### M1 wires

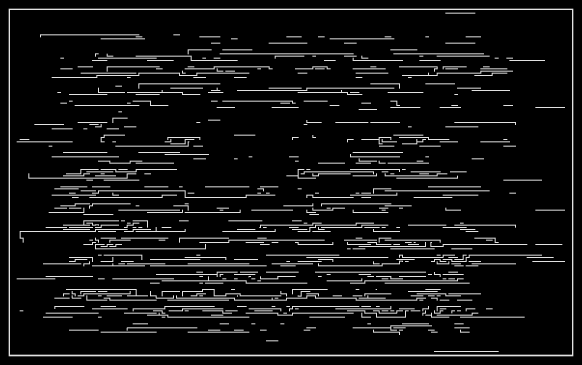
### Metal 2

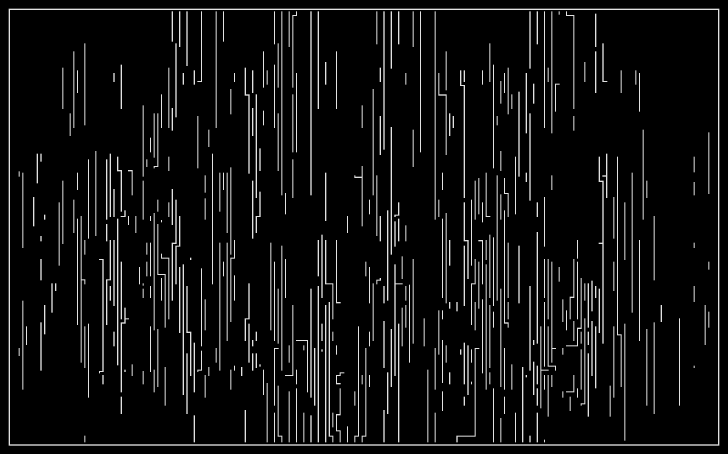
### The metal 3 layer

Bar = 20 um.
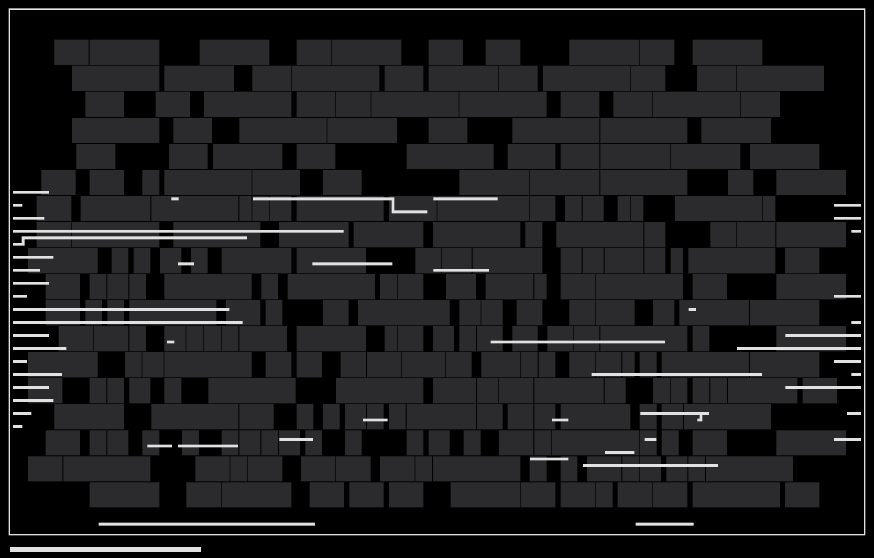
### Cell classes on the final placement

Bar = 20 um.
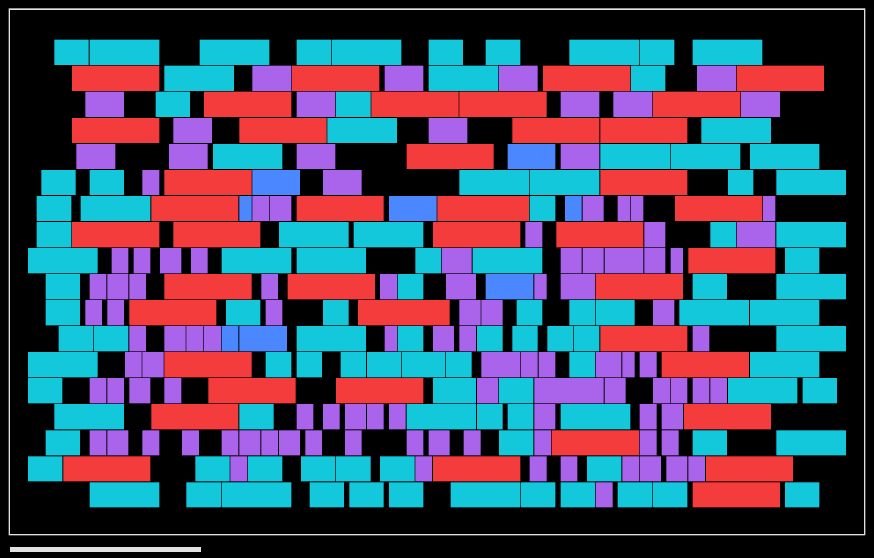
--- src/rtl/ram_arbiter_if.sv ---
// Requester handshakes and RAM control/data pins around ram_arbiter.
// slave = arbiter side, master = requesters plus RAM.
interface ram_arbiter_if #(
  parameter int unsigned DATA_WIDTH = 8,
  parameter int unsigned ADDR_WIDTH = 8
);
  logic                  req_a, req_b;
  logic                  we_a, we_b;
  logic [ADDR_WIDTH-1:0] addr_a, addr_b;
  logic [DATA_WIDTH-1:0] wdata_a, wdata_b;
  logic                  gnt_a, gnt_b;
  logic                  done_a, done_b;
  logic [DATA_WIDTH-1:0] rdata_a, rdata_b;
  logic                  ram_cs, ram_we, ram_oe;
  logic [ADDR_WIDTH-1:0] ram_addr;
  logic [DATA_WIDTH-1:0] ram_din;
  logic [DATA_WIDTH-1:0] ram_dout;

  modport slave (
    input  req_a, req_b, we_a, we_b, addr_a, addr_b, wdata_a, wdata_b, ram_dout,
    output gnt_a, gnt_b, done_a, done_b, rdata_a, rdata_b,
    output ram_cs, ram_we, ram_oe, ram_addr, ram_din
  );

  modport master (
    output req_a, req_b, we_a, we_b, addr_a, addr_b, wdata_a, wdata_b, ram_dout,
    input  gnt_a, gnt_b, done_a, done_b, rdata_a, rdata_b,
    input  ram_cs, ram_we, ram_oe, ram_addr, ram_din
  );
endinterface

--- src/rtl/ram_arbiter.sv ---
// Two-port round-robin arbiter and access sequencer for a single-port synchronous RAM.
// Define RAM_ARB_FIXED_PRIO_EN to make port A win every tie instead of alternating.
module ram_arbiter #(
  parameter int unsigned DATA_WIDTH = 8,
  parameter int unsigned ADDR_WIDTH = 8
) (
  input  logic         clk,
  input  logic         rst,
  ram_arbiter_if.slave bus
);

  typedef enum logic [1:0] {IDLE, WRITE, READ, CAPTURE} state_e;

  localparam logic PORT_A = 1'b0;
  localparam logic PORT_B = 1'b1;

  state_e                state_q, state_d;
  logic                  owner_q;
  logic                  sel_a, sel_b, xfer;
  logic                  cs_d, we_d, oe_d;
  logic                  we_sel;
  logic [ADDR_WIDTH-1:0] addr_sel;
  logic [DATA_WIDTH-1:0] wdata_sel;
  logic                  finish;
`ifndef RAM_ARB_FIXED_PRIO_EN
  logic                  last_q;
`endif

  // Pick the winning requester; only acted upon while IDLE.
  always_comb begin
`ifdef RAM_ARB_FIXED_PRIO_EN
    sel_a = bus.req_a;
`else
    sel_a = bus.req_a && (!bus.req_b || (last_q == PORT_B));
`endif
    sel_b     = bus.req_b && !sel_a;
    xfer      = (state_q == IDLE) && (sel_a || sel_b);
    we_sel    = sel_a ? bus.we_a    : bus.we_b;
    addr_sel  = sel_a ? bus.addr_a  : bus.addr_b;
    wdata_sel = sel_a ? bus.wdata_a : bus.wdata_b;
    finish    = (state_q == WRITE) || (state_q == CAPTURE);
  end

  always_ff @(posedge clk or posedge rst) begin
    if (rst) state_q <= IDLE;
    else     state_q <= state_d;
  end

  always_comb begin
    state_d   = state_q;
    bus.gnt_a = 1'b0;
    bus.gnt_b = 1'b0;
    cs_d      = 1'b0;
    we_d      = 1'b0;
    oe_d      = 1'b0;
    case (state_q)
      IDLE: begin
        bus.gnt_a = sel_a && !rst;
        bus.gnt_b = sel_b && !rst;
        if (xfer) state_d = we_sel ? WRITE : READ;
      end
      WRITE:   state_d = IDLE;
      READ:    state_d = CAPTURE;
      CAPTURE: state_d = IDLE;
      default: state_d = IDLE;
    endcase
    // RAM controls follow the next state so they are registered and glitch-free.
    case (state_d)
      WRITE: begin
        cs_d = 1'b1;
        we_d = 1'b1;
      end
      READ, CAPTURE: begin
        cs_d = 1'b1;
        oe_d = 1'b1;
      end
      default: ;
    endcase
  end

  // Command register, RAM pins and per-port completion/read data.
  always_ff @(posedge clk or posedge rst) begin
    if (rst) begin
      owner_q      <= PORT_A;
`ifndef RAM_ARB_FIXED_PRIO_EN
      last_q       <= PORT_B;
`endif
      bus.ram_cs   <= 1'b0;
      bus.ram_we   <= 1'b0;
      bus.ram_oe   <= 1'b0;
      bus.ram_addr <= '0;
      bus.ram_din  <= '0;
      bus.done_a   <= 1'b0;
      bus.done_b   <= 1'b0;
      bus.rdata_a  <= '0;
      bus.rdata_b  <= '0;
    end else begin
      bus.ram_cs <= cs_d;
      bus.ram_we <= we_d;
      bus.ram_oe <= oe_d;
      if (xfer) begin
        owner_q      <= sel_b ? PORT_B : PORT_A;
`ifndef RAM_ARB_FIXED_PRIO_EN
        last_q       <= sel_b ? PORT_B : PORT_A;
`endif
        bus.ram_addr <= addr_sel;
        bus.ram_din  <= wdata_sel;
      end
      bus.done_a <= finish && (owner_q == PORT_A);
      bus.done_b <= finish && (owner_q == PORT_B);
      if ((state_q == CAPTURE) && (owner_q == PORT_A)) bus.rdata_a <= bus.ram_dout;
      if ((state_q == CAPTURE) && (owner_q == PORT_B)) bus.rdata_b <= bus.ram_dout;
    end
  end

endmodule

--- src/flat_wrapper.sv ---
// flat-port wrapper written by rule: the top's interface ports become plain ports
module ram_arbiter_flat 
#(
  parameter int unsigned DATA_WIDTH = 8,
  parameter int unsigned ADDR_WIDTH = 8
)
  (clk, rst, bus_req_a, bus_req_b, bus_we_a, bus_we_b, bus_addr_a, bus_addr_b, bus_wdata_a, bus_wdata_b, bus_ram_dout, bus_gnt_a, bus_gnt_b, bus_done_a, bus_done_b, bus_rdata_a, bus_rdata_b, bus_ram_cs, bus_ram_we, bus_ram_oe, bus_ram_addr, bus_ram_din);
  ram_arbiter_if #(.DATA_WIDTH(DATA_WIDTH), .ADDR_WIDTH(ADDR_WIDTH)) bus_i ();
  input  logic clk;
  input  logic rst;
  input wire logic [$bits(bus_i.req_a)-1:0] bus_req_a;
  input wire logic [$bits(bus_i.req_b)-1:0] bus_req_b;
  input wire logic [$bits(bus_i.we_a)-1:0] bus_we_a;
  input wire logic [$bits(bus_i.we_b)-1:0] bus_we_b;
  input wire logic [$bits(bus_i.addr_a)-1:0] bus_addr_a;
  input wire logic [$bits(bus_i.addr_b)-1:0] bus_addr_b;
  input wire logic [$bits(bus_i.wdata_a)-1:0] bus_wdata_a;
  input wire logic [$bits(bus_i.wdata_b)-1:0] bus_wdata_b;
  input wire logic [$bits(bus_i.ram_dout)-1:0] bus_ram_dout;
  output wire logic [$bits(bus_i.gnt_a)-1:0] bus_gnt_a;
  output wire logic [$bits(bus_i.gnt_b)-1:0] bus_gnt_b;
  output wire logic [$bits(bus_i.done_a)-1:0] bus_done_a;
  output wire logic [$bits(bus_i.done_b)-1:0] bus_done_b;
  output wire logic [$bits(bus_i.rdata_a)-1:0] bus_rdata_a;
  output wire logic [$bits(bus_i.rdata_b)-1:0] bus_rdata_b;
  output wire logic [$bits(bus_i.ram_cs)-1:0] bus_ram_cs;
  output wire logic [$bits(bus_i.ram_we)-1:0] bus_ram_we;
  output wire logic [$bits(bus_i.ram_oe)-1:0] bus_ram_oe;
  output wire logic [$bits(bus_i.ram_addr)-1:0] bus_ram_addr;
  output wire logic [$bits(bus_i.ram_din)-1:0] bus_ram_din;
  assign bus_i.req_a = bus_req_a;
  assign bus_i.req_b = bus_req_b;
  assign bus_i.we_a = bus_we_a;
  assign bus_i.we_b = bus_we_b;
  assign bus_i.addr_a = bus_addr_a;
  assign bus_i.addr_b = bus_addr_b;
  assign bus_i.wdata_a = bus_wdata_a;
  assign bus_i.wdata_b = bus_wdata_b;
  assign bus_i.ram_dout = bus_ram_dout;
  assign bus_gnt_a = bus_i.gnt_a;
  assign bus_gnt_b = bus_i.gnt_b;
  assign bus_done_a = bus_i.done_a;
  assign bus_done_b = bus_i.done_b;
  assign bus_rdata_a = bus_i.rdata_a;
  assign bus_rdata_b = bus_i.rdata_b;
  assign bus_ram_cs = bus_i.ram_cs;
  assign bus_ram_we = bus_i.ram_we;
  assign bus_ram_oe = bus_i.ram_oe;
  assign bus_ram_addr = bus_i.ram_addr;
  assign bus_ram_din = bus_i.ram_din;
  ram_arbiter #(.DATA_WIDTH(DATA_WIDTH), .ADDR_WIDTH(ADDR_WIDTH)) u_core (.clk(clk), .rst(rst), .bus(bus_i));
endmodule
--- config.mk ---
export PLATFORM = sky130hd
export DESIGN_NAME = ram_arbiter_flat
export DESIGN_NICKNAME = d
export VERILOG_FILES = /design/src/rtl/ram_arbiter_if.sv /design/src/rtl/ram_arbiter.sv /design/src/flat_wrapper.sv
export SDC_FILE = /design/constraint.sdc
export NUM_CORES = 1
export LEC_CHECK = 0
export ABC_CLOCK_PERIOD_IN_PS = 1800
export CORE_ASPECT_RATIO = 0.6
export CORE_MARGIN = 1.5
export CORE_UTILIZATION = 40
export DETAILED_ROUTE_END_ITERATION = 7
export HOLD_SLACK_MARGIN = 0.06
export MAX_ROUTING_LAYER = met4
export PLACE_DENSITY_LB_ADDON = 0.2
export SKIP_CTS_REPAIR_TIMING = 1
export SLEW_MARGIN = 25
export SYNTH_ARGS = -nofsm -noshare
export SYNTH_HDL_FRONTEND = slang
export SYNTH_SLANG_ARGS = --single-unit
--- constraint.sdc ---
create_clock -name clk -period 1.8 [get_ports clk]
set_input_delay 0.36 -clock clk [delete_from_list [all_inputs] [get_ports clk]]
set_output_delay 0.36 -clock clk [all_outputs]
set_load 0.1 [all_outputs]
==> summary.rpt <==
PHYSICAL IMPLEMENTATION REPORT
----------------------------------------------------
[Synthesis]
  Most frequently used flop master after synthesis ........................ dfrtp_1
  Flip-flops with a built-in enable ........................ 0
  Synth top area share ........................ 56.1%
  Xor/xnor share of the synthesized area ........................ 0%
  Unique cell types ........................ 23

[Final timing]
  Normalized max-slew margin ........................ 74.6%
  RSZ-0062 raised after global routing ........................ true
  Count of final setup violators ........................ 0

[Routing]
  Routed wl met3 ........................ 340 um
  DR WL/cell ........................ 15.7 um
  Initial drt markers ........................ 79

[Placement]
  Final HPWL from detailed placement ........................ 3.87 mm

[Worst setup path]
  Type of the setup path with the least slack ........................ flip-flop to output port
  Crit path DRT ........................ 1.44 ns
  CP peak stage delay ........................ 0.38 ns
  Maximum fanout along the worst path ........................ 4

[Run status]
  Result of the run ........................ completed

[Min path]
  Hold path start ........................ u_core.owner_q
  Hold endpoint ........................ u_core.bus.done_a

[Layout]
  Diode count ........................ 0

[Floorplanning]
  Horizontal die size ........................ 89.3 um

----------------------------------------------------
## Picture notes: 'M1 wires'
The layer carries 2,300 um of wire. 269 nets have wire on it. The layer holds 45% of the routed length. The wires run mostly horizontal. The longest straight run is 21.2 um.

## Picture notes: 'Metal 2'
The wires run mostly vertical. The layer carries 2,370 um of wire. The longest straight run is 26.1 um. The layer holds 47% of the routed length. 273 nets have wire on it.
global-route met2 utilization: 33.7%
Total Wirelength: 5.08 mm
via count: 1,709

## Picture notes: 'The metal 3 layer'
The wires run mostly horizontal. The layer holds 6.7% of the routed length. The longest straight run is 34.3 um. 46 nets have wire on it. The layer carries 340 um of wire.

## Picture notes: 'Cell classes on the final placement'
Key: clock drivers and dummy loads = blue [cells 8, share of their area 2.6%]; flops = red [cells 41, share of their area 32%]; other buffers and delay cells = cyan [cells 105, share of their area 43%]; combinational and other logic = purple [cells 110, share of their area 22%]
share of cell area taken by flip-flops and latches: 31.1%
Placement Rows: 18
area inside the core boundary: 4190 um2
final cell utilization of the core: 78.9%

## area by class of cell
type,instances,share of cell area (%)
sequential,41,31.1
clock buffer,6,2.19
multi-input combinational,106,21.4
inverter,4,0.454
timing repair buffer,105,42.3
tap,60,2.27
clock inverter,2,0.303
## metrics by stage
step	hold slack, ns	instances	setup TNS [ns]	util (%)
2_1_floorplan	0.429	163	-0.284	-
3_3_place_gp	0.454	313	-0.249	75.7
3_5_place_dp	0.462	313	-0.540	75.7
4_1_cts	0.473	321	-0.320	77.7
5_1_grt	0.509	324	-0.120	78.9
6_report	0.482	324	0	78.9
## metal layers
layer	GRT usage (%)	up-vias
li1	-	791
met1	31.3	842
met2	33.7	70
met3	7.99	6
met4	7.69	0
met5	-	-
